Design mc_exec_ctrl_flat, sky130hd; sources not shown.
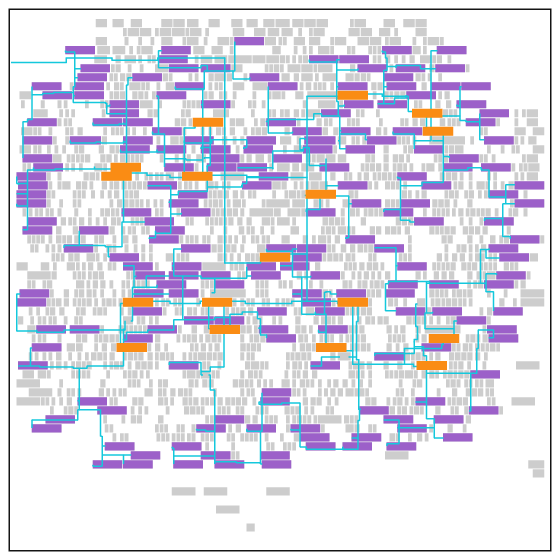
Fig. 1. Clock wires, drivers and flops.
[purple] flip-flops | count: 194
[orange] clock-net drivers | count: 17
[cyan] clock wires | length: 2,450 um
flops lie: widely spread
routed clock nets: 18
power share of the clock group: 17.3%
clk pwr: 2.28 mW
clk_lat worst skew: 0.45 ns

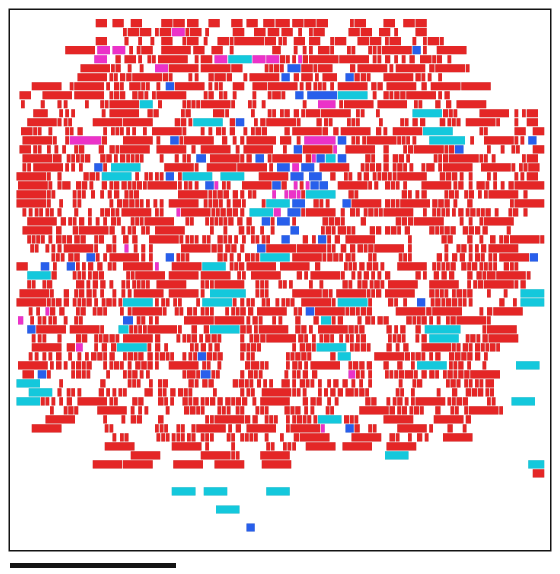
Fig. 2. Cells by drive strength.
Bar = 50 um.
[cyan] x6 and larger | cells: 45 | share: 2.5%
[blue] x3 and x4 | cells: 50 | share: 2.8% | most used: buf_4
[magenta] x2 | cells: 31 | share: 1.7% | most used: inv_2
[red] x1 and smaller | cells: 1,676 | share: 93% | most used: nand2_1
count of non-CTS buffers in the layout: 129
Layout Cell Area excl Fill: 13,500 um2
final worst slack: 0.172 ns
Layout area overhead: 17.1%

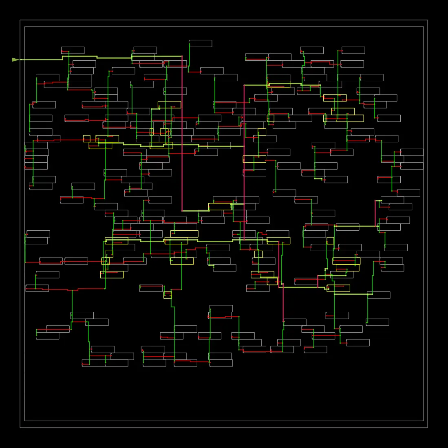
Fig. 3. The clock network.
Sink Count: 194
CTS buffer count: 17

==> flow_metrics.tcl <==
# metrics dict for downstream scripts
set metrics [dict create \
    final_cells 2132 \
    p_seq_mw 4.06 \
    totalWireLength_um 37700 \
    top_cells_by_count "nand2_1 (722), nand3_1 (210), dfrtp_1 (194), inv_1 (177), o21ai_0 (106)" \
    routed_via_density 5.53 \
    dp_hpwl_um 24600 \
    netlist.area_leader.share_pct 42.1 \
    clock_path_buffers 2 \
    relSlewSlack_pct 41.9 \
    rsz0062_at_grt "false" \
    comb-power_mw 6.81 \
    die-area_um2 26600 \
    required_ns 2.52 \
    cp-end-kind "primary output" \
    fp.dieH_um 163 \
    num_antenna_cells 0 \
    largest_register_ffs 128 \
    antenna_found_initial 0 \
    routed-via-count 11800 \
    final-hold-violation-count 0 \
    dr.pass1.iters 6 \
    initial_utilization_pct 45.8 \
    critical_path_arrival_ns 2.35 \
    cts_tree "yes" \
    drive_above_1_share_pct 6.99 \
    yosys_cells 1742 \
    p_per_area_nw_per_um2 973 \
    drtIter0Drc 1190 \
    dp.cells 2099 \
    yosysWarnings 0 \
    power_leader "combinational logic" \
    inverters 199 \
    drc 0 \
    rows 58 \
    final.fill_count 2348 \
    flops 194 \
    hold_path.class "reg -> reg" \
    tightest_slew_ns 0.870 \
    grt-ovfl-total 0 \
    syn_area_um2 11500 \
    worstSetupStartpointType "flip-flop" \
    ys_seq_share_pct 42.1 \
    comb_area_share_pct 40.7 \
    grt_util_all_layers_pct 29.2 \
    buffer_area_share_pct 10.2 \
    final_cell_mix "nand2_1 (722), nand3_1 (210), dfrtp_1 (192)" \
    taps 330 \
    port_buffers 91 \
    warning_count 30 \
    synth.area.top_cells "dfrtp_1 (42%), nand2_1 (23%), nand3_1 (9.1%)" \
    path_class "reg -> out" \
    clockNetworkAreaShare_pct 4.51 \
    min_path_cells 2 \
    p_total_mw 13.2 \
    vdd.ir_drop.worst_mv 0.503 \
    comb_cells 1248 \
    yosysMostFrequentCell "nand2_1" \
    post-place-ws_ns 0.543 \
    grt_pass1_wl_um 59800 \
    synth.distinct_cells 25 \
    avgSynthCellArea_um2 6.62 \
    syn-num-nets 1785 \
    coreArea_um2 25200 \
    ys.flops 194 \
    switching_share_pct 47.8 \
    synthArstFlopShare_pct 100 \
    top_area_cell_class "combinational gates" \
    routedWlPerCell_um 17.7 \
    first_global_vias 11300 \
    yosys.area.top_type "dfrtp_1" \
    ios 92 \
    outcome "complete, no violations" \
    worstPathMaxFanout 19 \
    edf_count 0 \
    fin_crit_sh_pct 94.6 \
    seqCellArea_um2 4860 \
]
-- routing by layer --
layer	part of all wire, %	routed length, um	GRT usage [%]
met5	0	0	0
met3	9.2	3480	5.76
met1	39	14700	36.6
met4	4.8	1810	15.0
met2	47	17800	47.7
-- kinds of logic (layout without fill, tap and decap cells) --
kind of cell,count (synthesis),count (layout),share of synthesized area (%)
AND/OR/NAND/NOR,1010,1010,36.1
AND-OR/OR-AND,225,225,10.1
multiplexers,8,8,0.781
adder cells (fa/ha/maj),5,5,0.542
buffers and inverters,300,360,10.4
flip-flops,194,194,42.1
-- critical path, stage by stage (launching register included) --
cell and delay, ns:
dfrtp_1 0.43, inv_1 0.16, ha_4 0.24, buf_4 0.25
nand2_1 0.09, inv_1 0.06, clkdlybuf4s50_1 0.66
No activity file was given, so power comes from the tool's default toggle rates.
